### src/rtl/bit_ser_addsub.sv
// Bit-serial adder/subtractor with a start/busy/done handshake.
// Operands stream in LSB first on A and B, one bit per clock. Each sum bit
// is registered onto serial_result and also shifted into a parallel result
// word whose top bit carries the final carry (add) or borrow (sub). A signed
// overflow flag is computed from the carries into and out of the MSB.
module bit_ser_addsub #(
  parameter int WIDTH = 8,
  parameter int CNT_W = $clog2(WIDTH + 1)
) (
  input  logic             clk,
  input  logic             clr,
  input  logic             start,
  input  logic             sub,
  input  logic             A,
  input  logic             B,
  output logic             busy,
  output logic             done,
  output logic             serial_valid,
  output logic             serial_result,
  output logic [WIDTH:0]   result,
  output logic             overflow
);

  typedef enum logic [1:0] {
    IDLE = 2'd0,
    RUN  = 2'd1,
    DONE = 2'd2
  } state_t;

  // Counter value on the edge that consumes the MSB of the operands.
  localparam logic [CNT_W-1:0] LAST_BIT = CNT_W'(WIDTH - 1);

  state_t           state;
  state_t           state_nxt;
  logic             mode;       // latched operation: 0 = add, 1 = subtract
  logic             carry;      // carry into the bit currently on A/B
  logic [CNT_W-1:0] count;      // index of the bit currently on A/B

  logic             b_eff;
  logic             sum;
  logic             cout;
  logic             last_bit;

  // Full-adder slice: B is inverted for subtraction, and the carry register
  // is preloaded with 1 at acceptance, giving A + ~B + 1.
  always_comb begin
    b_eff    = B ^ mode;
    sum      = A ^ b_eff ^ carry;
    cout     = (A & b_eff) | (A & carry) | (b_eff & carry);
    last_bit = (count == LAST_BIT);
  end

  // State register.
  always_ff @(posedge clk) begin
    // NOTE: all clocked state uses non-blocking assignments so every register
    // samples pre-edge values, independent of statement order.
    if (clr) begin
      state <= IDLE;
    end else begin
      state <= state_nxt;
    end
  end

  // Next-state logic; start only matters in IDLE, so it is ignored in RUN/DONE.
  always_comb begin
    // NOTE: default first so every path assigns state_nxt and no latch forms.
    state_nxt = state;
    case (state)
      IDLE:    if (start) state_nxt = RUN;
      RUN:     if (last_bit) state_nxt = DONE;
      DONE:    state_nxt = IDLE;
      default: state_nxt = IDLE;
    endcase
  end

  // Handshake outputs decode directly from the state register.
  always_comb begin
    busy = (state == RUN);
    done = (state == DONE);
  end

  // Datapath: operand latch at acceptance, one adder step per RUN edge.
  always_ff @(posedge clk) begin
    if (clr) begin
      mode          <= 1'b0;
      carry         <= 1'b0;
      count         <= '0;
      result        <= '0;
      overflow      <= 1'b0;
      serial_result <= 1'b0;
      serial_valid  <= 1'b0;
    end else begin
      case (state)
        IDLE: begin
          if (start) begin
            mode     <= sub;
            carry    <= sub;
            count    <= '0;
            result   <= '0;
            overflow <= 1'b0;
          end
        end
        RUN: begin
          carry               <= cout;
          count               <= count + 1'b1;
          result[WIDTH-1:0]   <= {sum, result[WIDTH-1:1]};
          serial_result       <= sum;
          serial_valid        <= 1'b1;
          if (last_bit) begin
            // Carry-out for add; for subtract a missing carry means a borrow.
            result[WIDTH] <= cout ^ mode;
            // Signed overflow: carry into the MSB differs from carry out.
            overflow      <= carry ^ cout;
          end
        end
        DONE: begin
          // The last serial bit is visible alongside done; drop valid after.
          serial_valid <= 1'b0;
        end
        default: begin
          serial_valid <= 1'b0;
        end
      endcase
    end
  end

endmodule
### config.mk
export PLATFORM = sky130hd
export DESIGN_NAME = bit_ser_addsub
export DESIGN_NICKNAME = d
export VERILOG_FILES = /design/src/rtl/bit_ser_addsub.sv
export SDC_FILE = /design/constraint.sdc
export NUM_CORES = 1
export LEC_CHECK = 0
export ABC_CLOCK_PERIOD_IN_PS = 2000
export CORE_MARGIN = 2
export CORE_UTILIZATION = 46
export CTS_CLUSTER_SIZE = 16
export DETAILED_ROUTE_END_ITERATION = 8
export GPL_ROUTABILITY_DRIVEN = 0
export GPL_TIMING_DRIVEN = 0
export PLACE_DENSITY = 0.76
export SLEW_MARGIN = 20
export SYNTH_ARGS = -nofsm -noshare
export SYNTH_HDL_FRONTEND = slang
export SYNTH_SLANG_ARGS = --single-unit
### constraint.sdc
create_clock -name clk -period 2 [get_ports clk]
set_input_delay 0.6 -clock clk [delete_from_list [all_inputs] [get_ports clk]]
set_output_delay 0.6 -clock clk [all_outputs]
set_load 0.02 [all_outputs]
Fig. 1: sequential cells grouped by signal name
The bar under the picture is 10 um long.
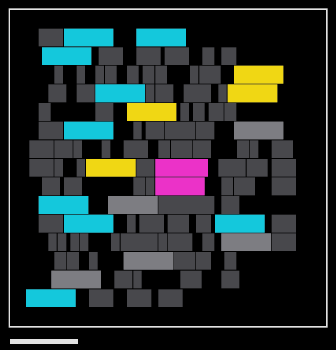
Key: state = magenta [flops 2]; result = cyan [flops 9]; count = yellow [flops 4]

Fig. 2: routing congestion map
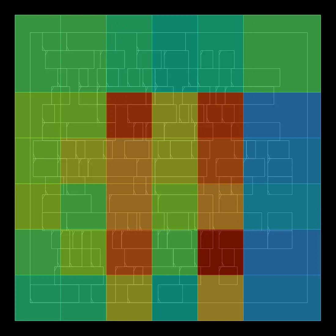
global routing met3 resource utilization: 0.0510
final core area utilization: 0.616
global routing's busiest layer: met2

==> impl_metrics.csv <==
group,metric,value,unit
finish,largestClassByArea,"registers",
synth,yosys.cell_types.count,25,
route,overall_via_count_from_detail_route,673,
sta,slew_viol_final,0,
worst_setup_path,cp.buffers_inverters,3,
clock_tree,ctsHtreeMaxLevel,1,
finish,seqAreaFraction,0.382,
route,routed_via_density,5.06,
sta,worst_slew_pin_slew,0.512,ns
floorplanning,ios,20,
synth,synth.area.mux_share,0.0245,
floorplanning,placementRows,15,
finish,postLayoutCellArea,1050,um^2
sta,maxSlewHeadroom,0.658,
synth,yosys.area_share.aoi,0.156,
synth,top_area_cell,"sky130_fd_sc_hd__dfxtp_1",
route,first_iter_violations,18,
synth,enable_flop_cells,0,
route,postRouteAntennaNets,0,
worst_setup_path,worstRegToRegCells,5,
outcome,status,"complete, no violations",
synth,synth-seq-area-share,0.489,
finish,fillers,160,
finish,final-instance-count-excl-fill,133,
synth,yosysWarnings,0,
finish,proportion_of_layout_cells_with_a_drive_suffix_above_1,0.120,
route,wl_met1,733,um
synth,yosys.cell_count.top_type,"sky130_fd_sc_hd__dfxtp_1",
clock_tree,numCtsBuffers,3,
min_path,hold_path_depth,2,
synth,synth_stat.cells,87,
route,drt-wirelength-per-cell,11.8,um
sta,final_min_period_over_clock_period,0.951,
sta,final_setup_skew,0.00447,ns
grt,met2_usage,0.256,
route,top_layer_used,"met4",
sta,setup_repair_after_global_routing_missed_its_margin,"no",
route,drt_wl_total,1570,um
clock_tree,cts-root-to-sink-buffers,2,
synth,common_cells,"sky130_fd_sc_hd__dfxtp_1, sky130_fd_sc_hd__nor2_1, sky130_fd_sc_hd__a21oi_1, sky130_fd_sc_hd__nand2_1, sky130_fd_sc_hd__a22oi_1",
worst_setup_path,arrival,1.30,ns
route,met3WireLength,92,um
clock_tree,clkSlewWorstSetupHoldPaths,0.10,ns
floorplanning,die-area,2130,um^2
worst_setup_path,crit_required,1.40,ns
Fig. 3: selected gate families
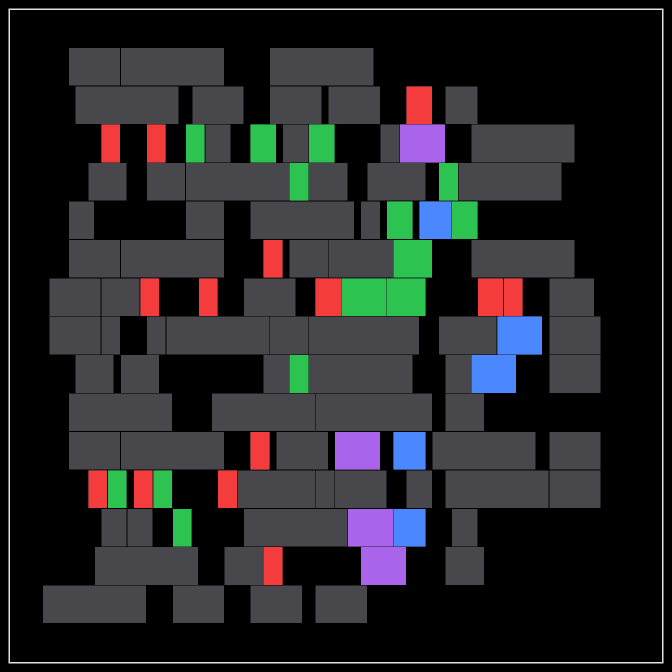
Key: nand cells = green [cells 14, most used nand2_1]; and/or cells = blue [cells 5, most used or3_1]; nor cells = red [cells 14, most used nor2_1]; xor and xnor cells = purple [cells 4]

[power breakdown]
group | switching, mW | internal (mW)
Sequential | 0.0123 | 0.412
Combinational | 0.0587 | 0.0511
Clock | 0.117 | 0.0703
[worst reg2reg max path, cell delays in order, from the launching register on]
cell	delay (ns)
sky130_fd_sc_hd__dfxtp_1	0.35
sky130_fd_sc_hd__xor2_1	0.18
sky130_fd_sc_hd__fa_2	0.38
sky130_fd_sc_hd__xnor2_1	0.13
sky130_fd_sc_hd__or3_1	0.30
sky130_fd_sc_hd__a21oi_1	0.14
[state kept, by name, summed over array words and instances (netlist names)]
signal,count
serial_result,1
overflow,1
mode,1
state,2
count,4
result,9
serial_valid,1
carry,1
[repair_timing]
item,in CTS,in global routing
setup endpoints to repair,2,1
cloned,0,0
resized,7,1
